[src/rtl/lcd_hd44780_ctrl.sv]
// HD44780 character LCD controller: power-on init sequence, then single-byte
// command/character writes over a 4-bit or 8-bit bus with HD44780 timing.
module lcd_hd44780_ctrl #(
    parameter int CLK_HZ = 20_000_000,
    parameter int MODE   = 1,
    parameter int LINES  = 1,
    localparam int DW    = 8 - 4 * MODE
) (
    input  logic          clk,
    input  logic          rst,
    input  logic          in_valid,
    input  logic          in_is_data,
    input  logic [7:0]    in_data,
    output logic          in_ready,
    output logic          init_done,
    output logic          lcd_rs,
    output logic          lcd_rw,
    output logic          lcd_e,
    output logic [DW-1:0] lcd_data,
    output logic [2:0]    dbg_state
);

    // Handshake: a byte is taken on a rising clk edge where in_valid and
    // in_ready are both high; in_ready is high only while IDLE after init.

    function automatic int unsigned dly(input longint unsigned t_ns);
        longint unsigned c;
        c = (t_ns * $unsigned(64'(CLK_HZ)) + 64'd999_999_999) / 64'd1_000_000_000;
        return (c == 64'd0) ? 32'd1 : 32'(c);
    endfunction

    localparam int unsigned N_40NS   = dly(64'd40);
    localparam int unsigned N_250NS  = dly(64'd250);
    localparam int unsigned N_42US   = dly(64'd42_000);
    localparam int unsigned N_100US  = dly(64'd100_000);
    localparam int unsigned N_1640US = dly(64'd1_640_000);
    localparam int unsigned N_4100US = dly(64'd4_100_000);
    localparam int unsigned N_15MS   = dly(64'd15_000_000);
    localparam int          CW       = $clog2(N_15MS + 1);

    localparam logic [CW-1:0] C_40NS   = CW'(N_40NS);
    localparam logic [CW-1:0] C_250NS  = CW'(N_250NS);
    localparam logic [CW-1:0] C_42US   = CW'(N_42US);
    localparam logic [CW-1:0] C_100US  = CW'(N_100US);
    localparam logic [CW-1:0] C_1640US = CW'(N_1640US);
    localparam logic [CW-1:0] C_4100US = CW'(N_4100US);
    localparam logic [CW-1:0] C_15MS   = CW'(N_15MS);

    localparam logic [3:0] NIB_STEPS = 4'(3 + MODE);
    localparam logic [3:0] LAST_STEP = 4'(7 + MODE);
    localparam logic [7:0] FSET = 8'h20 | ((MODE == 0) ? 8'h10 : 8'h00)
                                        | ((LINES != 0) ? 8'h08 : 8'h00);

    typedef enum logic [2:0] {
        PWR_WAIT, INIT_STEP, SETUP, EN_HI, EN_LO, EXEC_WAIT, IDLE
    } state_t;

    state_t        state;
    logic [CW-1:0] cnt;
    logic [3:0]    step;
    logic [7:0]    byte_q;
    logic          single_q;
    logic          lo_q;
    logic [CW-1:0] wait_q;

    logic          cnt_done;
    logic          start_xfer;
    logic [7:0]    item_byte;
    logic          item_single;
    logic [CW-1:0] item_wait;
    logic [7:0]    start_byte;
    logic          start_rs;
    logic          start_single;
    logic [CW-1:0] start_wait;

    function automatic logic [CW-1:0] byte_wait(input logic rs, input logic [7:0] b);
        return (!rs && (b == 8'h01 || b == 8'h02)) ? C_1640US : C_42US;
    endfunction

    function automatic logic [DW-1:0] bus_val(input logic [7:0] b, input logic lo);
        logic [7:0] v;
        if (MODE == 0)
            v = b;
        else if (lo)
            v = {4'h0, b[3:0]};
        else
            v = {4'h0, b[7:4]};
        return v[DW-1:0];
    endfunction

    assign lcd_rw    = 1'b0;
    assign dbg_state = state;
    assign cnt_done  = (cnt <= CW'(1));

    // Init table: the wake-up writes are one strobe each, the rest are full bytes.
    always_comb begin
        item_byte   = 8'h00;
        item_single = 1'b0;
        item_wait   = C_42US;
        if (step < NIB_STEPS) begin
            item_single = 1'b1;
            item_byte   = (step == 4'd3) ? 8'h20 : 8'h30;
            item_wait   = (step == 4'd0) ? C_4100US : C_100US;
        end else begin
            case (step - NIB_STEPS)
                4'd0:    item_byte = FSET;
                4'd1:    item_byte = 8'h08;
                4'd2:    item_byte = 8'h01;
                4'd3:    item_byte = 8'h06;
                default: item_byte = 8'h0C;
            endcase
            item_wait = byte_wait(1'b0, item_byte);
        end
    end

    always_comb begin
        start_xfer = (state == PWR_WAIT && cnt_done) || (state == INIT_STEP)
                   || (state == IDLE && in_valid && in_ready);
        if (state == IDLE) begin
            start_byte   = in_data;
            start_rs     = in_is_data;
            start_single = 1'b0;
            start_wait   = byte_wait(in_is_data, in_data);
        end else begin
            start_byte   = item_byte;
            start_rs     = 1'b0;
            start_single = item_single;
            start_wait   = item_wait;
        end
    end

    always_ff @(posedge clk or negedge rst) begin
        if (!rst) begin
            state     <= PWR_WAIT;
            cnt       <= C_15MS;
            step      <= 4'd0;
            byte_q    <= 8'h00;
            single_q  <= 1'b0;
            lo_q      <= 1'b0;
            wait_q    <= '0;
            in_ready  <= 1'b0;
            init_done <= 1'b0;
            lcd_rs    <= 1'b0;
            lcd_e     <= 1'b0;
            lcd_data  <= '0;
        end else if (start_xfer) begin
            state    <= SETUP;
            cnt      <= C_40NS;
            byte_q   <= start_byte;
            single_q <= start_single;
            wait_q   <= start_wait;
            lo_q     <= 1'b0;
            lcd_rs   <= start_rs;
            lcd_data <= bus_val(start_byte, 1'b0);
            in_ready <= 1'b0;
        end else begin
            case (state)
                PWR_WAIT: cnt <= cnt - CW'(1);
                SETUP: begin
                    if (cnt_done) begin
                        state <= EN_HI;
                        cnt   <= C_250NS;
                        lcd_e <= 1'b1;
                    end else begin
                        cnt <= cnt - CW'(1);
                    end
                end
                EN_HI: begin
                    if (cnt_done) begin
                        state <= EN_LO;
                        cnt   <= C_40NS;
                        lcd_e <= 1'b0;
                    end else begin
                        cnt <= cnt - CW'(1);
                    end
                end
                EN_LO: begin
                    if (!cnt_done) begin
                        cnt <= cnt - CW'(1);
                    end else if (MODE != 0 && !single_q && !lo_q) begin
                        // low nibble goes straight out, no execution wait between halves
                        state    <= SETUP;
                        cnt      <= C_40NS;
                        lo_q     <= 1'b1;
                        lcd_data <= bus_val(byte_q, 1'b1);
                    end else begin
                        state <= EXEC_WAIT;
                        cnt   <= wait_q;
                    end
                end
                EXEC_WAIT: begin
                    if (!cnt_done) begin
                        cnt <= cnt - CW'(1);
                    end else if (init_done || step == LAST_STEP) begin
                        state     <= IDLE;
                        init_done <= 1'b1;
                        in_ready  <= 1'b1;
                        lcd_rs    <= 1'b0;
                        lcd_data  <= '0;
                    end else begin
                        state <= INIT_STEP;
                        step  <= step + 4'd1;
                    end
                end
                default: ;
            endcase
        end
    end

endmodule

[config.mk]
export PLATFORM = sky130hd
export DESIGN_NAME = lcd_hd44780_ctrl
export DESIGN_NICKNAME = d
export VERILOG_FILES = /design/src/rtl/lcd_hd44780_ctrl.sv
export SDC_FILE = /design/constraint.sdc
export NUM_CORES = 1
export LEC_CHECK = 0
export CAP_MARGIN = 10
export CELL_PAD_IN_SITES_DETAIL_PLACEMENT = 1
export CELL_PAD_IN_SITES_GLOBAL_PLACEMENT = 1
export CORE_ASPECT_RATIO = 1.2
export CORE_MARGIN = 2
export CORE_UTILIZATION = 48
export DETAILED_ROUTE_END_ITERATION = 8
export PLACE_DENSITY = 0.93
export SLEW_MARGIN = 30
export SYNTH_ARGS = -nofsm -noshare
export SYNTH_HDL_FRONTEND = slang
export SYNTH_SLANG_ARGS = --single-unit
[constraint.sdc]
create_clock -name clk -period 6.1 [get_ports clk]
set_clock_uncertainty 0.1 [all_clocks]
set_input_delay 1.22 -clock clk [delete_from_list [all_inputs] [get_ports clk]]
set_output_delay 1.22 -clock clk [all_outputs]
set_load 0.005 [all_outputs]
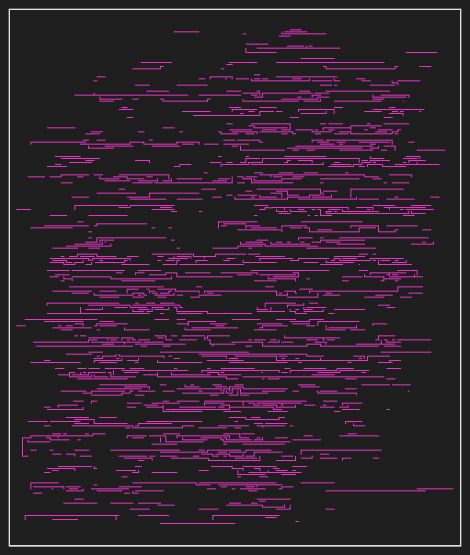
*Met1 routing, run 1*
Scale: 6 px per um.
nets with wire on the layer	311
longest straight run	23.5 um
main direction	horizontal
wire length on this layer	3350 um
share of all routed wire	40%
M1 GR Usage: 30.97%
via count: 2574

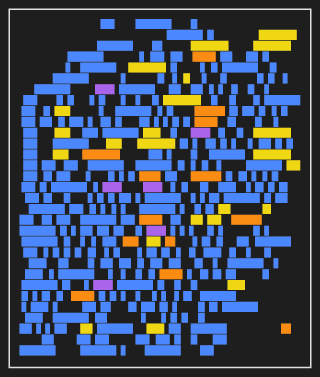
*Drive-strength map, run 1*
Scale: 4 px per um.
size	colour	cells
drive 6 and up	purple	6
drive 3 to 4	orange	13
drive 2	yellow	23
drive 1 or less	blue	290
fin area: 3226 sq um
Area growth, synth to finish: 11.17%
PnR worst setup slack: 3.153 ns
Non-clk bufs: 22

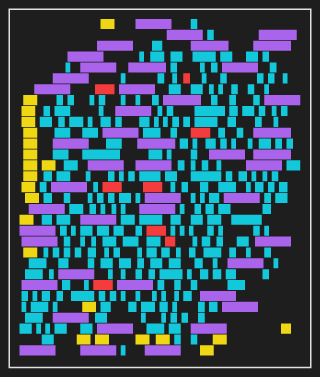
*Cell classes on the final placement, run 1*
Scale: 4 px per um.
class	colour	cells	share of their area
all other logic	cyan	256	53%
other buffers and delay cells	yellow	22	7.0%
clock drivers and dummy loads	red	8	3.0%
flip-flops	purple	46	37%
FP Rows: 31
Finished Core Util: 54.35%
Seq area share: 36.00%
core area: 5934 sq um

==> notes.md, run 1 <==
run results: status finished, final reports clean, GRT Resource Usage Total between 20% and 30%, Int Power 725.3 uW, commonest non-fill, non-tap cells in the layout dfrtp_1, nand2_1, o21ai_0, first drt pass iteration count 4, top cells by count dfrtp_1, nand2_1, o21ai_0, nor2_1, a21oi_1, Fin Hold WS 0.4007 ns, worst path cell trace clkdlybuf4s50_1 > and3_4 > nor3_2 > o21ai_0 > o21ai_1, FF-to-FF Start cnt[1]$_DFFE_PN0P_, Yosys top cell by area dfrtp_1, Detailed Place HPWL 6.024 mm, P_comb roughly 530 uW, Sw Share 43.36%, Top FF cell, synth dfrtp_1, pre-CTS setup slack 2.938 ns, post-route ant nets 0, via-per-instance ratio 6.217, post-cts sizing count 0, Gate power share 41.6%, Design Power around 1300 uW, Worst-Margin Slew 0.9409 ns, Placed Area 3124 sq um, path type of the worst setup path primary input to flop, CP endpoint kind flop, Yosys warnings 0, combinational share of cell area 49.26%, most frequent logic cell in the layout dfrtp_1, Finish-stage setup viols 0
[run 1: how the worst min path moves through the flow]
stage                                  endpoint  slack [ns]
after detailed placement  wait_q[6]$_DFFE_PN0N_        0.38
final                     wait_q[6]$_DFFE_PN0N_        0.40
after global placement    wait_q[6]$_DFFE_PN0N_        0.37
after floorplan           wait_q[6]$_DFFE_PN0N_        0.35
after CTS                 wait_q[6]$_DFFE_PN0N_        0.41
after global routing         cnt[8]$_DFFE_PN1P_        0.43
[run 1: flip-flops by register name, indices dropped and copies added, names as in the netlist]
| register | flops |
|---|---|
| cnt | 19 |
| wait_q | 7 |
| byte_q | 4 |
| lcd_data | 4 |
| step | 4 |
| dbg_state | 3 |
| in_ready | 1 |
| init_done | 1 |
| lcd_e | 1 |
| lcd_rs | 1 |
| lo_q | 1 |
==> run 2, diff against run 1 <==
CORE_UTILIZATION = 41   (was 48)
PLACE_DENSITY = 0.86   (was 0.93)
clock period = 2.4 ns   (was 6.1 ns; I/O delays follow)
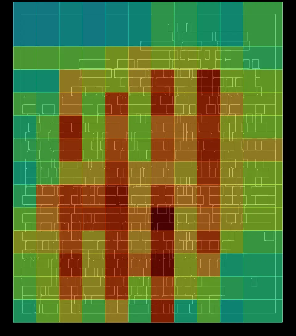
*Track usage over the die, run 2*
Avg WL per Cell: 20.14 um
Finished Core Util: 52.15%

==> run 2 against run 1 <==
  * Register-to-register slack got worse by 3.3 ns
  * Routed wire length rose by 11%
  * Final area is 11% higher
  * Critical path type is now flop to flop
  * Largest power group is now combinational cells
  * Highest routed layer unchanged
==> notes.md, run 2 <==
run results: most frequent logic cell in the layout dfrtp_1, Detailed Place HPWL 6.638 mm (+10%), commonest non-fill, non-tap cells in the layout dfrtp_1, nand2_1, o21ai_0, Yosys warnings 0 (unchanged), Sw Share 42.36% (-1.0 points), Finish-stage setup viols 0 (unchanged), Design Power 3564 uW (+180%), FF-to-FF Start cnt[1]$_DFFE_PN0P_, yosys aoi share approximately a quarter, Top reg by flops cnt, P_comb 1720 uW (+220%), Netlist cell types 69, GRT Resource Usage Total 24.70% (-2.1 points), first drt pass iteration count 5 (+1), Worst R2R Setup Slack 0.03 ns, status finished, final reports clean, Worst-Margin Slew 0.6240 ns (-0.3168 ns), path type of the worst setup path flop to flop, Buf/Inv on CP 1, Gate power share 48.2% (+6.6 points), pre-CTS setup slack 0.01924 ns (-2.918 ns), Int Power 2054 uW (+180%), CP endpoint kind flop, worst path cell trace inv_1 > ha_1 > o21bai_1 > nand3_2 > o211ai_4 > o21a_4 > a2bb2oi_4 > mux2_2, fin area 3575 sq um (+11%), Critical Path Sink lcd_data[1]$_DFFE_PN0P_, Area growth, synth to finish 23.20%, combinational share of cell area 45.36% (-3.9 points), sequential share of power 37.4%, top cells by count dfrtp_1, nand2_1, o21ai_0, nor2_1, a21oi_1, Yosys top cell by area dfrtp_1, Regs by FF count cnt x19, wait_q x7, via-per-instance ratio 6.093 (-2.0%), post-route ant nets 0 (unchanged), Top FF cell, synth dfrtp_1, Non-clk bufs 57 (+160%), core area 6854 sq um (+15%), P_clk 514 uW, PnR worst setup slack 0.03481 ns (-3.119 ns), Seq area share 32.48% (-3.5 points), Largest register FFs 19 (unchanged), Fin Hold WS 0.02202 ns (-0.3787 ns)
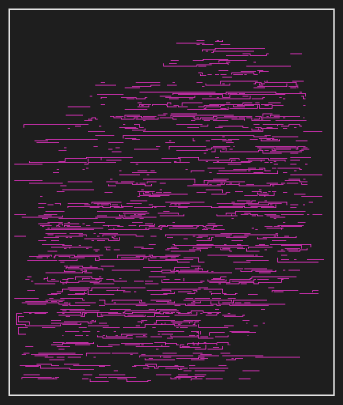
*Met1 routing, run 2*
Scale: 4 px per um.
nets with wire on the layer	352
share of all routed wire	40%
longest straight run	32.7 um
via count: 2766
M1 GR Usage: 27.97%

-- run 2: cell types whose count changed in the layout (fill, tap and decap cells not counted), moves of 2 or more --
| cell | delta |
|---|---|
| buf_12 | +4 |
| buf_4 | +30 |
| nor3_1 | -2 |
| nor3_2 | +2 |
-- run 2: repair_timing --
item | 4_1_cts | 5_1_grt
setup endpoints to repair | 0 | 11
gates resized | 0 | 9
setup buffers | 0 | 7
hold buffers | 0 | 0
-- run 2: kinds of logic after synthesis --
group,after synthesis
buf+inv,30
mux,7
simple gates,114
compound gates,108
flops,46
other cells,1
fa+ha+maj,6
xor+xnor,4
-- run 2: routing by layer --
metal	vias to the layer above	routed length (um)	GRT usage [%]
met5	-	0	0
met4	0	259	10.73
met3	26	320	4.409
met2	80	4918	45.14
met1	1403	3646	27.97
li1	1257	-	-
==> run 3, diff against run 2 <==
GPL_TIMING_DRIVEN = 0   (was not set)
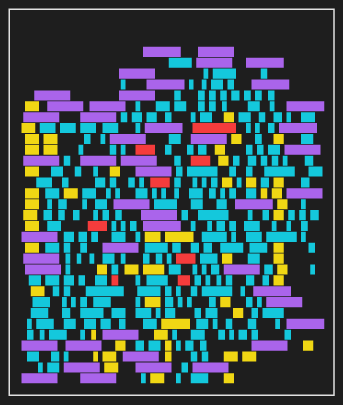
*Cell classes on the final placement, run 3*
Scale: 4 px per um.
class	colour	cells	share of their area
clock drivers and dummy loads	red	8	3.2%
all other logic	cyan	256	49%
other buffers and delay cells	yellow	54	14%
flip-flops	purple	46	33%
fin area: 3591 sq um
Finished Core Util: 52.39%
Seq area share: 32.44%

==> run 3 against run 2 <==
  * Synthesized cell count did not move
  * Clock-buffer cell count is 1 lower
  * Power up 3.7%
  * Core utilization rose by 0.24 points
  * Largest cell class unchanged
  * Largest power group unchanged
  * Die area unchanged
==> notes.md, run 3 <==
run results: status finished, final reports clean, and+or+nand+nor area frac 22.60%, pre-CTS setup slack -0.07246 ns (-0.09170 ns), GRT Resource Usage Total 23.64% (-1.1 points), metal1 wirelength 3.802 mm (+4.3%), post-route ant nets 0 (unchanged), Largest register FFs 19 (unchanged), Regs by FF count cnt x19, wait_q x7, CP endpoint kind flop, Worst-path clk slew 0.09 ns, max-slew violations 0, PnR worst setup slack 0.05478 ns (+0.01996 ns), cell total after placement 425, via-per-instance ratio 6.055 (-0.61%), commonest non-fill, non-tap cells in the layout nand2_1, dfrtp_1, o21ai_0, hold-fix buffers at CTS 0 (unchanged), Mapped Cells 316, Worst-Margin Slew 0.6010 ns (-0.02305 ns), busiest layer in global routing met2, met2 usage 43.68% (-1.5 points), Avg WL per Cell 19.82 um (-1.6%), maxcap violations 0, Seq cells post-synth 46, Non-clk bufs 54 (-5.3%), Fin Hold WS 0.07672 ns (+0.05470 ns), yosys aoi share 25.40% (unchanged), WL met3 218 um (-32%), post-cts sizing count 4 (+4), Detailed Place HPWL 6.100 mm (-8.1%), path type of the worst setup path flop to flop, Netlist cell types 69 (unchanged), setup bufs post-CTS 4 (+4), Finish-stage setup viols 0 (unchanged), core area 6854 sq um (unchanged), top cells by count dfrtp_1, nand2_1, o21ai_0, nor2_1, a21oi_1, met2 wire len 4.720 mm (-4.0%), Area growth, synth to finish 23.76%, first drt pass iteration count 4 (-1), Top reg by flops cnt, relative slew slack 59.51%, Taps Inserted just under 90, combinational share of cell area 46.27% (+0.91 points), Yosys top cell by area dfrtp_1, Placed Area ~3200 sq um, FF-to-FF Start cnt[0]$_DFFE_PN0P_, top sig layer met4, worst path cell trace inv_1 > ha_2 > or3b_4 > nor4_4 > buf_4 > nand2_1 > nor3_2 > o21ai_0 > o2bb2ai_1, Design Power 3695 uW (+3.7%), FP Util 42.33%, Yosys warnings 0 (unchanged)
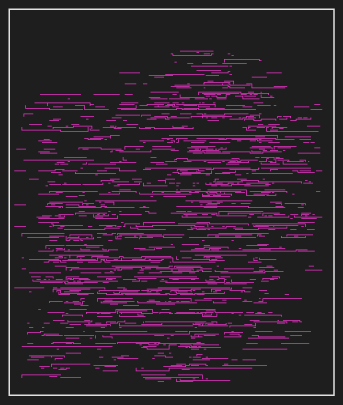
*Met1 routing, run 3*
Scale: 4 px per um.
nets with wire on the layer	354
wire length on this layer	3800 um
share of all routed wire	43%
via count: 2731
routed wire length: 8.940 mm
M1 GR Usage: 27.93%

## run 3: cell counts after synthesis
No cell type changed its count.
## run 3: power breakdown
group / switching, uW / internal [uW]
Combinational: 944 / 776
Sequential: 310 / 1060
Clock: 294 / 313
Total: 1550 / 2150
## run 3: final timing paths
kind / end / slack [ns] / cells after the start
max in group asynchronous: cnt[3]$_DFFE_PN0P_ / 1.69 / 1
hold / removal: lcd_e$_DFFE_PN0P_ / 0.08 / 1
min in group clk: wait_q[3]$_DFFE_PN0N_ / 0.40 / 2
setup reg to reg: cnt[12]$_DFFE_PN1P_ / 0.05 / 9
hold reg to reg: wait_q[3]$_DFFE_PN0N_ / 0.40 / 2
setup / recovery: cnt[12]$_DFFE_PN1P_ / 0.05 / 9
Power is estimated from default activity; no workload was simulated.
